File: config.mk
export PLATFORM = sky130hd
export DESIGN_NAME = fighter_controller
export DESIGN_NICKNAME = d
export VERILOG_FILES = /design/src/rtl/fighter_controller.sv
export SDC_FILE = /design/constraint.sdc
export NUM_CORES = 1
export LEC_CHECK = 0
export CAP_MARGIN = 25
export CORE_UTILIZATION = 25
export DETAILED_ROUTE_END_ITERATION = 8
export PLACE_DENSITY = 0.39
export SLEW_MARGIN = 20
export SYNTH_ARGS = -nofsm -noshare
export SYNTH_HDL_FRONTEND = slang
export SYNTH_SLANG_ARGS = --single-unit
File: constraint.sdc
create_clock -name Clk -period 9.05 [get_ports Clk]
set_input_delay 1.81 -clock Clk [delete_from_list [all_inputs] [get_ports Clk]]
set_output_delay 1.81 -clock Clk [all_outputs]
set_load 0.01 [all_outputs]
File: src/rtl/fighter_controller.sv
// Per-player pose/motion generator: one physics step per rising edge of frame_clk.
// Latency: outputs update two Clk edges after frame_clk rises; round_restart acts on the next Clk.
// Backpressure: none; Freeze holds motion while button history keeps sampling.
module fighter_controller #(
    parameter logic [9:0] START_X  = 10'd100,
    parameter logic [9:0] GROUND_Y = 10'd324,
    parameter logic [9:0] X_MAX    = 10'd568,
    parameter logic [9:0] JUMP_V   = 10'd12,
    parameter logic [9:0] HOP_V    = 10'd6,
    parameter logic [9:0] HOP_VX   = 10'd3,
    parameter logic [9:0] KICK_VX  = 10'd6,
    parameter logic [9:0] KICK_VY  = 10'd6,
    parameter logic [9:0] GRAVITY  = 10'd1
) (
    input  logic       Clk,
    input  logic       Reset,
    input  logic       frame_clk,
    input  logic       Freeze,
    input  logic       round_restart,
    input  logic       dive,
    input  logic       kick,
    input  logic [9:0] opp_X_Pos,
    output logic [9:0] X_Pos,
    output logic [9:0] Y_Pos,
    output logic [2:0] state
);

    typedef enum logic [1:0] {
        MODE_GROUND = 2'd0,
        MODE_JUMP   = 2'd1,
        MODE_KICK   = 2'd2
    } mode_t;

    localparam logic signed [10:0] JUMP_VY_S = -$signed({1'b0, JUMP_V});
    localparam logic signed [10:0] HOP_VY_S  = -$signed({1'b0, HOP_V});
    localparam logic signed [10:0] HOP_VX_S  = $signed({1'b0, HOP_VX});
    localparam logic signed [10:0] KICK_VX_S = $signed({1'b0, KICK_VX});
    localparam logic signed [10:0] KICK_VY_S = $signed({1'b0, KICK_VY});
    localparam logic signed [10:0] GRAV_S    = $signed({1'b0, GRAVITY});

    logic              frame_d;
    logic              tick;
    logic              dive_prev;
    logic              kick_prev;
    logic              dive_press;
    logic              kick_press;
    logic              face_left;
    logic              opp_left;
    mode_t             mode;
    logic signed [10:0] vx;
    logic signed [10:0] vy;
    logic signed [11:0] sum_x;
    logic signed [11:0] sum_y;
    logic [9:0]         clamp_x;
    logic [9:0]         clamp_y;
    logic               landing;

    // Pose code is the mode offset by 3 when facing left.
    function automatic logic [2:0] pose(input mode_t m, input logic left);
        pose = left ? ({1'b0, m} + 3'd3) : {1'b0, m};
    endfunction

    assign dive_press = dive & ~dive_prev;
    assign kick_press = kick & ~kick_prev;
    assign opp_left   = (opp_X_Pos < X_Pos);

    assign sum_x   = $signed({2'b00, X_Pos}) + $signed({vx[10], vx});
    assign sum_y   = $signed({2'b00, Y_Pos}) + $signed({vy[10], vy});
    assign landing = (sum_y >= $signed({2'b00, GROUND_Y}));

    always_comb begin
        clamp_x = sum_x[9:0];
        if (sum_x < 12'sd0) begin
            clamp_x = 10'd0;
        end else if (sum_x > $signed({2'b00, X_MAX})) begin
            clamp_x = X_MAX;
        end
        clamp_y = sum_y[9:0];
        if (sum_y < 12'sd0) begin
            clamp_y = 10'd0;
        end
    end

    always_ff @(posedge Clk or posedge Reset) begin
        if (Reset) begin
            frame_d   <= 1'b0;
            tick      <= 1'b0;
            dive_prev <= 1'b0;
            kick_prev <= 1'b0;
            face_left <= 1'b0;
            mode      <= MODE_GROUND;
            vx        <= '0;
            vy        <= '0;
            X_Pos     <= START_X;
            Y_Pos     <= GROUND_Y;
            state     <= 3'd0;
        end else begin
            frame_d <= frame_clk;
            tick    <= frame_clk & ~frame_d;
            if (tick) begin
                dive_prev <= dive;
                kick_prev <= kick;
            end

            if (round_restart) begin
                X_Pos     <= START_X;
                Y_Pos     <= GROUND_Y;
                vx        <= '0;
                vy        <= '0;
                mode      <= MODE_GROUND;
                face_left <= opp_left;
                state     <= pose(MODE_GROUND, opp_left);
            end else if (tick && !Freeze) begin
                case (mode)
                    MODE_GROUND: begin
                        face_left <= opp_left;
                        if (dive_press) begin
                            mode  <= MODE_JUMP;
                            vx    <= '0;
                            vy    <= JUMP_VY_S;
                            state <= pose(MODE_JUMP, opp_left);
                        end else if (kick_press) begin
                            // Back-hop moves away from the opponent.
                            mode  <= MODE_JUMP;
                            vx    <= opp_left ? HOP_VX_S : -HOP_VX_S;
                            vy    <= HOP_VY_S;
                            state <= pose(MODE_JUMP, opp_left);
                        end else begin
                            state <= pose(MODE_GROUND, opp_left);
                        end
                    end
                    MODE_JUMP, MODE_KICK: begin
                        X_Pos <= clamp_x;
                        if (landing) begin
                            Y_Pos <= GROUND_Y;
                            vx    <= '0;
                            vy    <= '0;
                            mode  <= MODE_GROUND;
                            state <= pose(MODE_GROUND, face_left);
                        end else begin
                            Y_Pos <= clamp_y;
                            if (mode == MODE_JUMP && kick_press) begin
                                mode  <= MODE_KICK;
                                vx    <= face_left ? -KICK_VX_S : KICK_VX_S;
                                vy    <= KICK_VY_S;
                                state <= pose(MODE_KICK, face_left);
                            end else if (mode == MODE_JUMP) begin
                                vy <= vy + GRAV_S;
                            end
                        end
                    end
                    default: begin
                        mode  <= MODE_GROUND;
                        state <= pose(MODE_GROUND, face_left);
                    end
                endcase
            end
        end
    end

endmodule

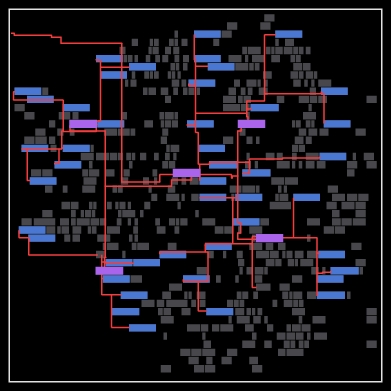
*Clock distribution*
Drawn at 3 px/µm.
Blue stands for flip-flops, count 45. Purple stands for cells driving clock nets, count 5. Red stands for clock wires, length 844 µm.
There are 6 routed clock nets.

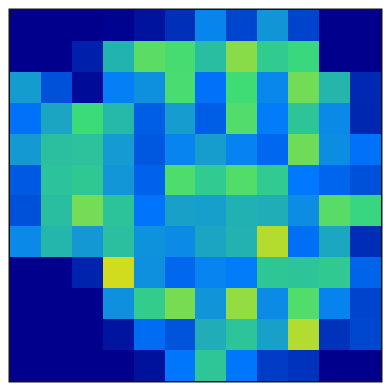
*Cell density map*
Drawn at 3 px/µm. 12 x 12 tiles, from dark blue (low) to red (high), 0 to 100% covered.
The densest ninth of the die: middle left. The fullest tile reaches 69%. The mean over all tiles is 28%. The emptiest ninth of the die: lower left.
fin util: 30.6%
core area: 14500 µm²
fp_density: 25.6%

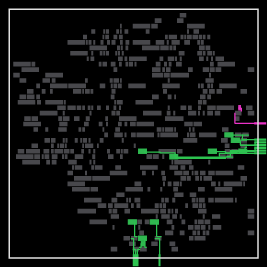
*Port wiring*
Drawn at 2 px/µm.
Green stands for `opp_X_Pos`, direction input, edge 6 right, 4 bottom, end cells 10, buffers 10, wire 240 µm. Magenta stands for `Reset`, direction input, edge right, end cells 1, buffers 1, wire 19.1 µm.

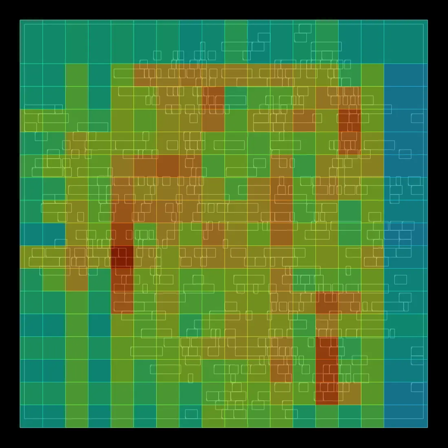
*Congestion heat map*
GRT Total Usage: 14.7%
wire per inst: 16.3 µm
GR Layer Usage met2: 22.8%
met1 Resource Use GR: 20.9%
M3 GR Usage: 2.34%

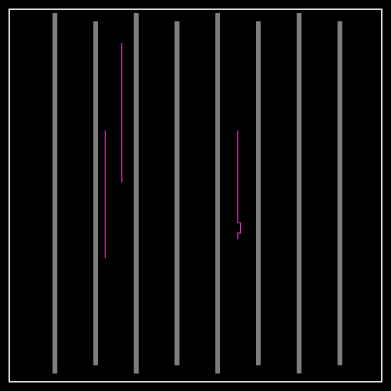
*Metal 4*
Drawn at 3 px/µm. Supply wires on this layer in grey.
The layer carries 126 µm of wire. 2 nets have wire on it. The longest straight run is 46.2 µm. The wires run mostly vertical. The layer holds 1.2% of the routed length.
routed vias: 3169
final wirelength: 10.4 mm

==> results_dict.tcl <==
# implementation run metrics
set metrics [dict create \
    p_clk_uw 196 \
    flop_cell "dfrtp_1" \
    synth_area_um2 3700 \
    final_cell_mix "dfrtp_1, ha_1, clkdlybuf4s50_1" \
    path_delay_family "AND-OR/OR-AND gates" \
    fin_setup_tns_ns 0 \
    final_area_um2 4440 \
    cpPeakStageDelay_ns 0.40 \
    largest_reg_flops 11 \
    nonClkBufAreaFrac_pct 9.14 \
    io_buffer_count 39 \
    first_iter_violations 183 \
    cts_num_sinks 45 \
    crit_chain "clkdlybuf4s50_1 > ha_1 > a21o_1 > a21o_1 > a21o_1 > a211o_1 > a21oi_2 > ha_1 > a21oi_1 > a21boi_0 > o41ai_1 > o2bb2a_4" \
    peakVddDrop_v 0.000101 \
    first_pass_iters 4 \
    crit_fanout 9 \
    ys_seq_elements 45 \
    top_power_group "combinational logic" \
    grt_max_degree 46 \
    ys_sh_adder_pct 14.3 \
    cts-buffers-inserted 5 \
    drc_errors 0 \
    layout-drive-gt1-share_pct 7.64 \
    place_area_um2 4280 \
    clkbuf_count 6 \
    crit_type "input pin to register" \
    r2r_slack_ns 5.05 \
    htreeDepth 2 \
    ys_seq_share_pct 30.6 \
    worst-path-stages 12 \
    wl_met2_mm 4.50 \
    reg_top3 "vy (11), X_Pos (10), Y_Pos (10)" \
    synth-edff-count 0 \
    finalSetupViolCount 0 \
    cts-root-buf "clkbuf_16" \
    worst-path-buf-inv 1 \
    ant_nets 0 \
    total_power_mw 1.14 \
    areaGrowthSynthToFinish_pct 19.9 \
    postSynthAreaPerCell_um2 8.83 \
    nFillCells 1546 \
    p_int_uw 616 \
    min_to "tick$_DFF_PP0_" \
    whs_path_depth 1 \
    tightest_slew_ns 0.981 \
    power.switching_uw 525 \
    syn_inst 419 \
    gp_congestion 0.781 \
    synth_nets 477 \
    n_all_buffers 41 \
    worst_ep_required_time_ns 9.23 \
    ys.warnings.count 0 \
    yosysTopAreaCellShare_pct 26.4 \
    outcome "complete, no violations" \
    warnings 32 \
    ys_sh_aoi_pct 28.8 \
    fmax_mhz 223 \
    p_sw_share_pct 46.0 \
    fin_skew_ns 0.0172 \
    diodes 0 \
    endpoint "state[0]$_DFFE_PP0P_" \
    mi_logic_area_um2 2420 \
    yosys.area_share.xor_xnor_pct 4.02 \
    synthDistinctLibCells 66 \
    hold_start "frame_d$_DFF_PP0_" \
    worstSkewPairLatency_ns 0.31 \
    largest_cell_class "multi-input combinational cells" \
    mux_area_share_pct 1.79 \
    chipArea_um2 15300 \
    avgViaCountPerCell 4.94 \
    seq_share_pct 25.6 \
    die_y_um 124 \
    comb_power_share_pct 56.3 \
    period_used_pct 49.5 \
    multi_input_comb_cells 338 \
    ff_count 45 \
    dp.cells 634 \
    regMostFlops "vy" \
    comb_share_pct 54.5 \
    post-synth-top-area-cell "dfrtp_1" \
    layoutNonFillerInstCount 642 \
    fin_hold_ws_ns 0.394 \
]
